==> config.mk <==
export PLATFORM = sky130hd
export DESIGN_NAME = tl_axi_rd_splitter
export DESIGN_NICKNAME = d
export VERILOG_FILES = /design/src/rtl/tl_axi_rd_splitter_pkg.sv /design/src/rtl/tl_axi_rd_splitter_tag_alloc.sv /design/src/rtl/tl_axi_rd_splitter.sv
export SDC_FILE = /design/constraint.sdc
export NUM_CORES = 1
export LEC_CHECK = 0
export CAP_MARGIN = 10
export CORE_MARGIN = 1.5
export CORE_UTILIZATION = 40
export CTS_BUF_LIST = sky130_fd_sc_hd__clkbuf_8
export DETAILED_ROUTE_END_ITERATION = 16
export DONT_BUFFER_PORTS = 1
export HOLD_SLACK_MARGIN = 0.12
export PLACE_DENSITY = 0.63
export RECOVER_POWER = 25
export SLEW_MARGIN = 20
export SYNTH_ARGS = -nofsm -noshare
export SYNTH_HDL_FRONTEND = slang
export SYNTH_SLANG_ARGS = --single-unit
==> constraint.sdc <==
create_clock -name clk -period 30.7 [get_ports clk]
set_input_delay 7.675 -clock clk [delete_from_list [all_inputs] [get_ports clk]]
set_output_delay 7.675 -clock clk [all_outputs]
set_load 0.01 [all_outputs]
**Run 1: routed metal, one colour a layer**

Scale: 1.5 px per um.
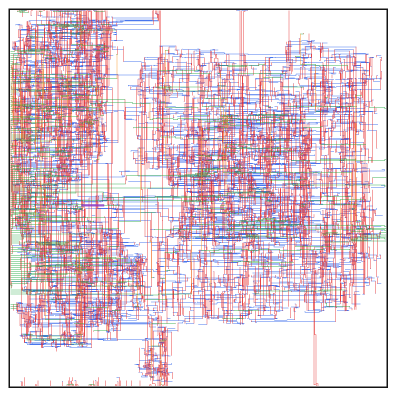
Key: M5 = purple [wire length 13.8 um]; M3 = green [wire length 7020 um]; M4 = orange [wire length 1900 um]; M2 = red [wire length 34.8 mm]; M1 = blue [wire length 29.9 mm]
final wirelength: 73700 um
wire length per cell: 26.1 um
Total GRT Usage: 23.2%

**Run 1: metal 3**

Scale: 1 px per um. Cells faint in the background.
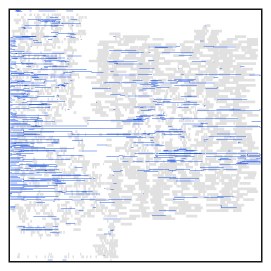
The longest straight run is 127 um. The layer carries 7020 um of wire. The wires run mostly horizontal.
M3 GR Usage: 7.12%
via count: 17500

**Run 1: power grid**

Scale: 1.5 px per um. Pins as bars on the die edge. Tap cells in grey.
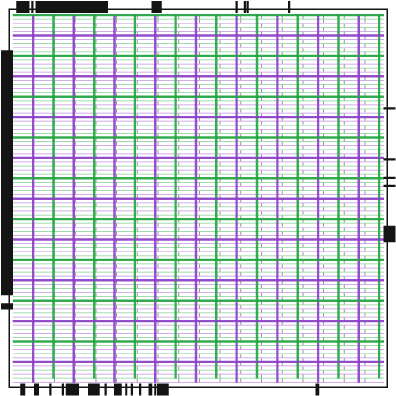
Key: VSS = purple; VDD = green
18 straps on met5. 782 tap cells. The core has 90 rows. 18 straps on met4. 255 signal pins sit on the boundary.
Die X: 251 um
Core ar.: 60600 sq um
height of the die: 251 um

==> results_slide.txt, run 1 <==
Implementation Results

Hold path
  • Worst hold stages: 2

Clock tree
  • Clock Pin Slew Worst Setup and Hold Paths: 60 ps
  • Cts hold-fix bufs: 0
  • CTS tree: built
  • Sink Count: 475

Logic synthesis
  • Mux area share: 11.4%
  • Most instantiated cells after synthesis: 320 x edfxtp_1, 155 x dfxtp_1, 154 x nand2_1
  • Synthesis area per yosys: 24600 sq um
  • Top-area cell type share of the netlist area: 39.1%
  • Synthesis Warnings: 0
  • Syn_area_per_cell: 12.2 sq um
  • Count leader, synth: edfxtp_1
  • Post-synthesis instance total: 2013
  • Asr flop ratio synth: 0%
  • Cell variety after synth: 92

STA
  • Final setup viols: 0
  • Hold WS: 462 ps
  • Fin crit share: 65.2%
  • Max Slew Vio Count: 263

Critical path
  • Crit Path Max Fanout: 30
  • Worst Path Required: 23030 ps
  • CP max-delay cell: o31a_1

Routing
  • Antenna-violating nets left: 0
  • Top sig layer: met5
  • Met3 WL: 7020 um

Finish
  • Flip-flops: 475
  • Seq/total area: 47.6%
  • Clock-cell share of area: 6.75%
  • Buffers, non-clock: 13
  • Logic share of the area: 41.0%
  • Non-clock buffering overhead: 0.323%
  • #MultiIn Comb: 1356
  • Fin cells: 2822
  • Layout cells sized above 1: 18.5%

Global routing
  • Initial antenna violation count: 2
  • Vias in the first global route: 17200

Power
  • Sequential share of power: 42.5%
  • Int Pwr: 1.18 mW

Place
  • Post-placement cell area: 24900 sq um

Status
  • Failing checks: max-capacitance violations, max-slew violations
  • Status: finished with violations

Run
  • Max-cap violations: 4
run 1: layer usage:
layer  global-route usage, %  vias to the layer above
met5                       0                        -
met4                    6.73                        2
met3                    7.12                      122
met2                    37.7                      813
met1                    30.0                     8771
li1                        -                     7802
run 1: tightest hold or removal path, stage by stage (launching register included):
cell and delay, ps:
dfxtp_1 310, nand2_1 50, a21oi_1 50
run 1: logic make-up (layout without fill, tap and decap cells):
kind of cell / after synthesis / after routing
AND/OR/NAND/NOR: 611 / 611
flip-flops: 475 / 475
AND-OR/OR-AND: 470 / 470
buffers and inverters: 215 / 206
multiplexers: 139 / 139
adder cells (fa/ha/maj): 57 / 57
XOR/XNOR: 44 / 44
other: 2 / 38
**Run 1: clock nets**

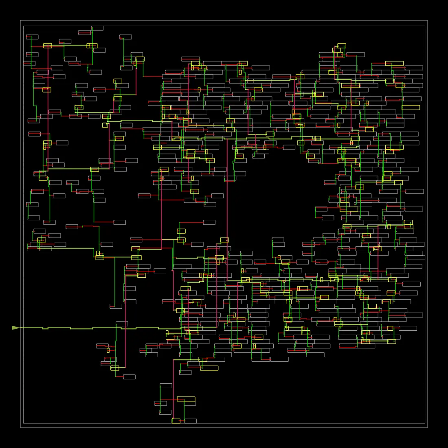

==> run 2, diff against run 1 <==
- PLACE_DENSITY: 0.63 -> 0.65
- clock period: 30.7 -> 16.5 ns (I/O delays scaled with it)
**Run 2: clock nets**

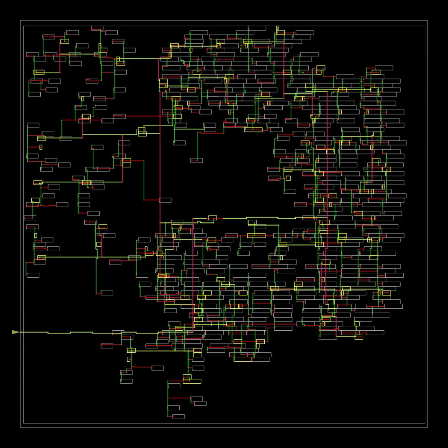
# clk buffers: 89
Sink Count: 475
total CTS buffers: 77
Clock Power: 1.05 mW

**Run 2: metal 3**

Scale: 1 px per um. Cells faint in the background.
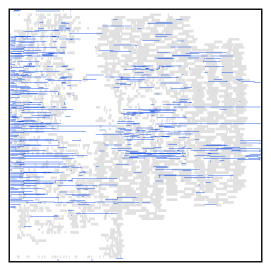
The layer carries 7000 um of wire. The layer holds 9.6% of the routed length.
via count: 17500
final wirelength: 73300 um
M3 GR Usage: 7.41%

==> run 2 against run 1 <==
  * The flow still finishes with violations (max-capacitance violations, max-slew violations)
  * Global-route usage shrank 0.13 points
  * Routed wire length shrank 0.52%
  * Via count fell by 0.19%
  * Die size unchanged
  * Cell area fell by 0.88%
  * Critical endpoint is now np_hdr_wdata_o[100]
  * Largest power group unchanged
  * Highest routed layer unchanged
==> results_slide.txt, run 2 <==
Implementation Results

Floorplan
  • Height of the die: 251 um
  • Core ar.: 60600 sq um
  • Die X: 251 um

Routing
  • Antenna-violating nets left: 0
  • Met3 WL: 7000 um
  • Wire length per cell: 26.1 um
  • Pre-antenna DRT Iters: 6

Global routing
  • Busiest grt layer: met2
  • Initial antenna violation count: 5
  • GRT met2 Usage: 37.4%
  • Met1 usage: 29.4%
  • Vias in the first global route: 17100
  • Total grt overflow: 0
  • Total GRT Usage: 23.1%

Finish
  • Fin cells: 2810
  • Layout cells sized above 1: 17.9%

Hold path
  • Worst hold stages: 2

Logic synthesis
  • Syn_area_per_cell: 12.2 sq um
  • Post-synthesis instance total: 2013
  • Top-area cell type share of the netlist area: 39.1%
  • Synthesis area per yosys: 24600 sq um
  • Most instantiated cells after synthesis: 320 x edfxtp_1, 155 x dfxtp_1, 154 x nand2_1
  • Asr flop ratio synth: 0%
  • Commonest flop: edfxtp_1
  • Cell variety after synth: 92
  • Count leader, synth: edfxtp_1
  • Synthesis Warnings: 0

STA
  • Hold WS: 521 ps
  • Final setup viols: 0
  • Fin crit share: 78.3%
  • Max Slew Vio Count: 264
  • Worst-case clock skew: 32.6 ps

Place
  • Post-placement cell area: 24900 sq um

Critical path
  • Worst Path Required: 12380 ps
  • CP max-delay cell: o31a_1
  • Crit Path Max Fanout: 30

Clock tree
  • Clock Pin Slew Worst Setup and Hold Paths: 60 ps
  • Cts hold-fix bufs: 0
  • CTS tree: built

Status
  • Failing checks: max-capacitance violations, max-slew violations
  • Status: finished with violations

Power
  • P_leak: 8.93 nW

Run
  • Max-cap violations: 4
## run 2: final cells by class
cell class                      instances  area, sq um  area share [%]
Clock inverter                         54          364            1.38
Sequential cell                       475        12700            48.0
Timing Repair Buffer                   11         75.1           0.284
Tap cell                              782          978            3.70
Clock buffer                           89         1220            4.63
Inverter                               43          164           0.619
Multi-Input combinational cell       1356        10900            41.3
## run 2: cell families (layout without fill, tap and decap cells)
kind of cell	count (synthesis)	after routing	synth area share (%)
flops	475	475	51.7
xor+xnor	44	44	1.57
buf+inv	215	197	4.51
compound gates	470	470	14.2
mux	139	139	11.4
fa+ha+maj	57	57	2.99
simple gates	611	611	13.6
other cells	2	35	0.0305
## run 2: report_power, final
group / internal (mW) / switching (mW)
Sequential: 1.29 / 0.0425
Clock: 0.561 / 0.485
Combinational: 0.241 / 0.373
Total: 2.09 / 0.900
Power and IR drop assume default switching activity.
